--- config.mk ---
export PLATFORM = sky130hd
export DESIGN_NAME = data_ram_bank
export DESIGN_NICKNAME = d
export VERILOG_FILES = /design/src/rtl/data_ram_bank.sv
export SDC_FILE = /design/constraint.sdc
export NUM_CORES = 1
export LEC_CHECK = 0
export CAP_MARGIN = 20
export CORE_AREA = 8 8 236 328
export CTS_BUF_LIST = sky130_fd_sc_hd__clkbuf_2
export CTS_CLUSTER_DIAMETER = 120
export DETAILED_ROUTE_END_ITERATION = 12
export DIE_AREA = 0 0 244 336
export GPL_TIMING_DRIVEN = 0
export PLACE_DENSITY = 0.77
export SLEW_MARGIN = 20
export SYNTH_ARGS = -nofsm -noshare
export SYNTH_HDL_FRONTEND = slang
export SYNTH_SLANG_ARGS = --single-unit
export TNS_END_PERCENT = 10
--- constraint.sdc ---
create_clock -name clk_i -period 6 [get_ports clk_i]
set_input_delay 1.2 -clock clk_i [delete_from_list [all_inputs] [get_ports clk_i]]
set_output_delay 1.2 -clock clk_i [all_outputs]
set_load 0.01 [all_outputs]
--- src/rtl/data_ram_bank.sv ---
// data_ram_bank: single-port word RAM with byte-lane writes, a registered read port,
// a self-timed clear engine and a registered mirror of the top word (accumulator).
//
// Ports:
//   clk_i       clock, all state on rising edge
//   rst_i       synchronous active-high reset; starts a clear sweep
//   wr_i        write request (byte-masked by wr_be_i)
//   rd_i        read request, data returned one cycle later
//   addr_i      word address shared by read and write
//   wr_data_i   write data
//   wr_be_i     byte-lane write enables
//   clr_req_i   request a full-memory clear sweep
//   rd_data_o   registered read data, holds between reads
//   rd_valid_o  one-cycle pulse qualifying rd_data_o
//   busy_o      clear engine owns the memory
//   acc_err_o   one-cycle pulse: the previous cycle's rd/wr was rejected
//   acc_out_o   registered copy of word DEPTH-1
module data_ram_bank #(
  parameter int unsigned       DATA_W    = 16,
  parameter int unsigned       ADDR_W    = 6,
  parameter logic [DATA_W-1:0] CLEAR_VAL = '0
) (
  input  logic                  clk_i,
  input  logic                  rst_i,
  input  logic                  wr_i,
  input  logic                  rd_i,
  input  logic [ADDR_W-1:0]     addr_i,
  input  logic [DATA_W-1:0]     wr_data_i,
  input  logic [DATA_W/8-1:0]   wr_be_i,
  input  logic                  clr_req_i,
  output logic [DATA_W-1:0]     rd_data_o,
  output logic                  rd_valid_o,
  output logic                  busy_o,
  output logic                  acc_err_o,
  output logic [DATA_W-1:0]     acc_out_o
);

  localparam int unsigned Depth    = 2 ** ADDR_W;
  localparam int unsigned NumBytes = DATA_W / 8;

  typedef enum logic [0:0] {StIdle, StClear} state_e;

  state_e              state_q, state_d;
  logic [ADDR_W-1:0]   ptr_q, ptr_d;
  logic [DATA_W-1:0]   mem_q [Depth];
  logic [DATA_W-1:0]   rd_data_q;
  logic                rd_valid_q;
  logic                acc_err_q;
  logic [DATA_W-1:0]   acc_out_q;

  logic                acc_ok;
  logic                reject;
  logic [DATA_W-1:0]   rd_word;
  logic [DATA_W-1:0]   merged;
  logic                mem_we;
  logic [ADDR_W-1:0]   mem_waddr;
  logic [DATA_W-1:0]   mem_wdata;

  // Clear engine: one word per cycle; leaves CLEAR on the edge writing the last word.
  always_comb begin
    state_d = state_q;
    ptr_d   = ptr_q;
    acc_ok  = 1'b0;
    unique case (state_q)
      StIdle: begin
        if (clr_req_i) begin
          state_d = StClear;
          ptr_d   = '0;
        end else begin
          acc_ok = 1'b1;
        end
      end
      StClear: begin
        ptr_d = ptr_q + 1'b1;
        if (ptr_q == '1) begin
          state_d = StIdle;
        end
      end
      default: state_d = StIdle;
    endcase
  end

  // Accesses colliding with an accepted clear or a running sweep are dropped.
  assign reject  = (rd_i | wr_i) & ~acc_ok;
  assign rd_word = mem_q[addr_i];

  always_comb begin
    merged = rd_word;
    for (int unsigned b = 0; b < NumBytes; b++) begin
      if (wr_be_i[b]) begin
        merged[8*b +: 8] = wr_data_i[8*b +: 8];
      end
    end
  end

  // Single write port shared by the clear engine and host writes.
  always_comb begin
    mem_we    = 1'b0;
    mem_waddr = addr_i;
    mem_wdata = merged;
    if (state_q == StClear) begin
      mem_we    = 1'b1;
      mem_waddr = ptr_q;
      mem_wdata = CLEAR_VAL;
    end else if (acc_ok && wr_i) begin
      mem_we = 1'b1;
    end
    if (rst_i) begin
      mem_we = 1'b0;
    end
  end

  always_ff @(posedge clk_i) begin
    if (mem_we) begin
      mem_q[mem_waddr] <= mem_wdata;
    end
  end

  always_ff @(posedge clk_i) begin
    if (rst_i) begin
      state_q    <= StClear;
      ptr_q      <= '0;
      rd_data_q  <= '0;
      rd_valid_q <= 1'b0;
      acc_err_q  <= 1'b0;
      acc_out_q  <= '0;
    end else begin
      state_q    <= state_d;
      ptr_q      <= ptr_d;
      rd_valid_q <= acc_ok & rd_i;
      acc_err_q  <= reject;
      // Read-first: rd_word is sampled before this edge's write lands.
      if (acc_ok && rd_i) begin
        rd_data_q <= rd_word;
      end
      if (mem_we && (mem_waddr == '1)) begin
        acc_out_q <= mem_wdata;
      end
    end
  end

  assign rd_data_o  = rd_data_q;
  assign rd_valid_o = rd_valid_q;
  assign busy_o     = (state_q == StClear);
  assign acc_err_o  = acc_err_q;
  assign acc_out_o  = acc_out_q;

endmodule

==> impl_metrics.env <==
# flow metrics
export IMPL_max_cap_viol_count=0
export IMPL_drtPass1Iterations=6
export IMPL_portBuffers=58
export IMPL_min_delay_start="rd_data_o[7]"
export IMPL_required_ps=7160
export IMPL_yosys_most_used_dff="edfxtp_1"
export IMPL_p_comb_frac=0.054
export IMPL_worstPathCellList="clkdlybuf4s50_1 > buf_1 > clkbuf_1 > mux4_2 > nor2_1 > a21oi_1 > a22oi_2 > a21boi_4 > buf_8 > buf_16"
export IMPL_final_min_clock_period_ps=4870
export IMPL_fmax_ghz=0.205
export IMPL_insertion_delay_ps=1390
export IMPL_ys_ff=1065
export IMPL_totalWireLength_mm=110
export IMPL_wire_per_inst_um=31.8
export IMPL_synth_top_cell_by_area="edfxtp_1"
export IMPL_crit_slowest_cell="clkbuf_1"
export IMPL_fp_dieH_um=336
export IMPL_dp_cells=3082
export IMPL_design_die_area_um2=82000
export IMPL_grtUsageTotal=0.270
export IMPL_timing_rr_end="mem_q[22][11]"
export IMPL_reg2regPathDepth=7
export IMPL_edf_count=1024
export IMPL_leakage_nw=15.4
export IMPL_path_buffers=5
export IMPL_cts_tree="done"
export IMPL_fp_util=0.573
export IMPL_whs_path_depth=2
export IMPL_lay_top_count="edfxtp_1"
export IMPL_nNetsFinal=2380
export IMPL_final_cell_mix="edfxtp_1 (1024), clkbuf_2 (287), mux4_2 (259)"
export IMPL_fin_skew_ps=113
export IMPL_crit_end="mem_q[19][1]"
export IMPL_critical_path_depth=10
export IMPL_gp_congestion=0.957
export IMPL_cp_slowest_stage_delay_ps=890
export IMPL_critPathKind="input pin to flip-flop"
export IMPL_mappedNetlistArea_um2=41500
export IMPL_min_to="rd_data_o[7]"
export IMPL_antenna_found_initial=4
export IMPL_ctsHoldBuffers=0
export IMPL_finalHoldViolations=0
export IMPL_syn_to_final_growth_pct=13.9
export IMPL_cts_max_level=4
export IMPL_route_detailed_drc=0
export IMPL_r2r_setup_slack_ps=2200
export IMPL_finalSetupViolCount=0
export IMPL_yosys_stat_area_um2=41500
export IMPL_cts_made_buffers=218
export IMPL_core_area_um2=72500
export IMPL_grt_overflow=0
export IMPL_arrival_ps=6030
export IMPL_cts_resized=0
export IMPL_path_delay_family="buffers and inverters"
export IMPL_r2r_start="busy_o"
export IMPL_p_int_mw=10.2
export IMPL_tightest_slew_ps=1160
export IMPL_seq_area_frac_synth=0.761
export IMPL_p_per_area_nw_per_um2=281
export IMPL_slew_viol_final=0
export IMPL_setup_worst_path_start="addr_i[4]"
export IMPL_postRouteAntennaNets=0
export IMPL_rows=117
export IMPL_grt_setup_unrepaired="no"
export IMPL_warning_count=27
export IMPL_clk_pin_slew_ps=110
export IMPL_yosys_cells=1988
export IMPL_outcome="finished, final reports clean"
export IMPL_ctsLongestPathBuffers=3
export IMPL_crit_path_end_kind="flip-flop"
export IMPL_grt_pass1_vias=23100
export IMPL_clockRootBuffer="clkbuf_2"
export IMPL_synthTopCellsByCount="edfxtp_1 (1024), mux4_2 (259), nand2_1 (99)"
export IMPL_yosysMostFrequentCell="edfxtp_1"
export IMPL_finalCritPeriodShare=0.812
export IMPL_dp_final_hpwl_mm=76.3
export IMPL_swShare=0.235
export IMPL_grt_pass1_wl_mm=158
export IMPL_fin_util=0.653
export IMPL_netSwitchingPower_mw=3.12
export IMPL_viasPerCell=6.42
export IMPL_fin_setup_tns_ps=0
export IMPL_synthArstFlopShare=0
export IMPL_ir_drop_v=0.000195
export IMPL_drtIter0Drc=2508
export IMPL_pwr_share_clk=0.342
export IMPL_cp_max_fo=32
export IMPL_ios=64
export IMPL_hp_class="flip-flop to flip-flop"
export IMPL_yosys_warnings=0
export IMPL_cts_sinks=1065
export IMPL_yosysUniqueCellTypes=50
export IMPL_post_cts_repair_setup_buffers=0
export IMPL_topCellsByArea="edfxtp_1 (74%), mux4_2 (14%), mux2i_1 (2.1%)"
export IMPL_fp_nets=2018
export IMPL_power_mw=13.3
export IMPL_drive_above_1_share=0.328
[through the flow]
stage	hold slack, ps	area, µm²	setup slack (ps)
after floorplan	474	41500	41.4
after global placement	440	43300	-4780
after detailed placement	443	45100	-24.8
after CTS	389	47300	1420
after global routing	450	47300	1270
final	456	47300	1130
[layout make-up]
| class | count | area, µm² |
|---|---|---|
| Clock buffer | 286 | 1430 |
| Antenna cell | 4 | 10.0 |
| Timing Repair Buffer | 142 | 2040 |
| Clock inverter | 95 | 724 |
| Multi-Input combinational cell | 793 | 9640 |
| Inverter | 23 | 86.3 |
| Buffer | 107 | 597 |
| Tap cell | 952 | 1190 |
| Fill cell | 4632 | 25200 |
| Sequential cell | 1065 | 31600 |
[worst min-delay path, delay by kind of cell (launching register included)]
kind             cells  cell delay (ps)
AND-OR/OR-AND        1               50
AND/OR/NAND/NOR      1               50
flip-flops           1              330
[cells by family after synthesis]
logic type,count (synthesis),synth area share
compound gates,180,0.0301
mux,366,0.167
fa+ha+maj,1,0.000301
flops,1065,0.761
simple gates,246,0.0256
buf+inv,130,0.0164
[per-layer routing]
metal | GRT usage | up-vias | share of wire
li1 | - | 9099 | -
met1 | 0.317 | 11300 | 0.34
met2 | 0.436 | 1471 | 0.49
met3 | 0.0629 | 358 | 0.097
met4 | 0.196 | 0 | 0.080
met5 | 0 | - | 0
[registers in the layout, summed over array words and instances, names as in the netlist]
signal and count:
rd_valid_o 1, acc_out_o 16, busy_o 1, ptr_q 6, rd_data_o 16, acc_err_o 1
mem_q 1024
[power groups by stage]
stage / clock, mW / combinational, mW / sequential [mW]
after floorplan: 0 / 0.429 / 8.21
after global placement: 0 / 0.682 / 8.21
after detailed placement: 0 / 0.711 / 8.21
after CTS: 4.60 / 0.713 / 8.04
after global routing: 4.94 / 0.741 / 8.05
final: 4.55 / 0.721 / 8.04
==> images/class_map.png <==
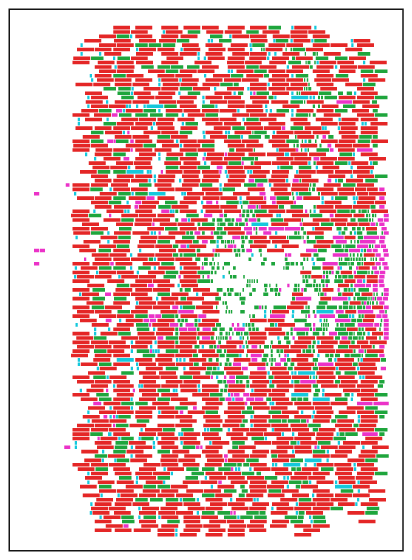
legend:
  red:
    class: registers
    cells: 1065
    share_of_their_area: 69%
  cyan:
    class: clock drivers and dummy loads
    cells: 381
    share_of_their_area: 4.7%
  green:
    class: remaining logic cells
    cells: 816
    share_of_their_area: 21%
  magenta:
    class: remaining buffers and delay cells
    cells: 249
    share_of_their_area: 5.7%

==> images/layers.png <==
The bar under the picture is 50 µm long.
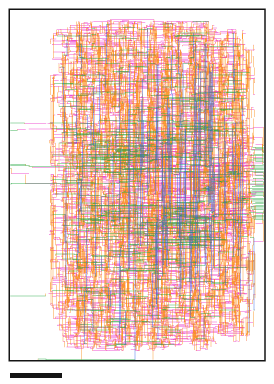
legend:
  orange:
    layer: M2
    wire_length: 53.8 mm
  blue:
    layer: M4
    wire_length: 8770 µm
  green:
    layer: M3
    wire_length: 10700 µm
  magenta:
    layer: M1
    wire_length: 37.0 mm

==> images/route_heat.png <==
The bar under the picture is 50 µm long. 24 x 34 tiles, from dark blue (low) to red (high), scaled to the fullest tile. Values are wire area over tile area, all layers added.
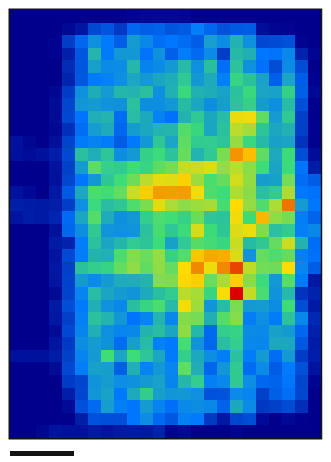
densest ninth of the die: middle
nearly empty tiles: 19%
mean over tiles: 0.23
fullest tile: 0.82
tiles over half the peak: 16%

==> images/ff_map.png <==
The bar under the picture is 50 µm long.
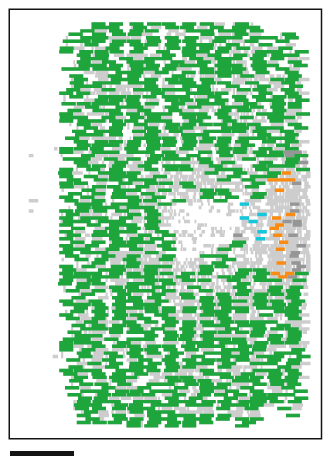
legend:
  orange:
    signal: acc_out_o
    sequential_cells: 16
    where: right middle
  green:
    signal: mem_q
    sequential_cells: 1024
    where: all over the die
  cyan:
    signal: ptr_q
    sequential_cells: 6
    where: right middle

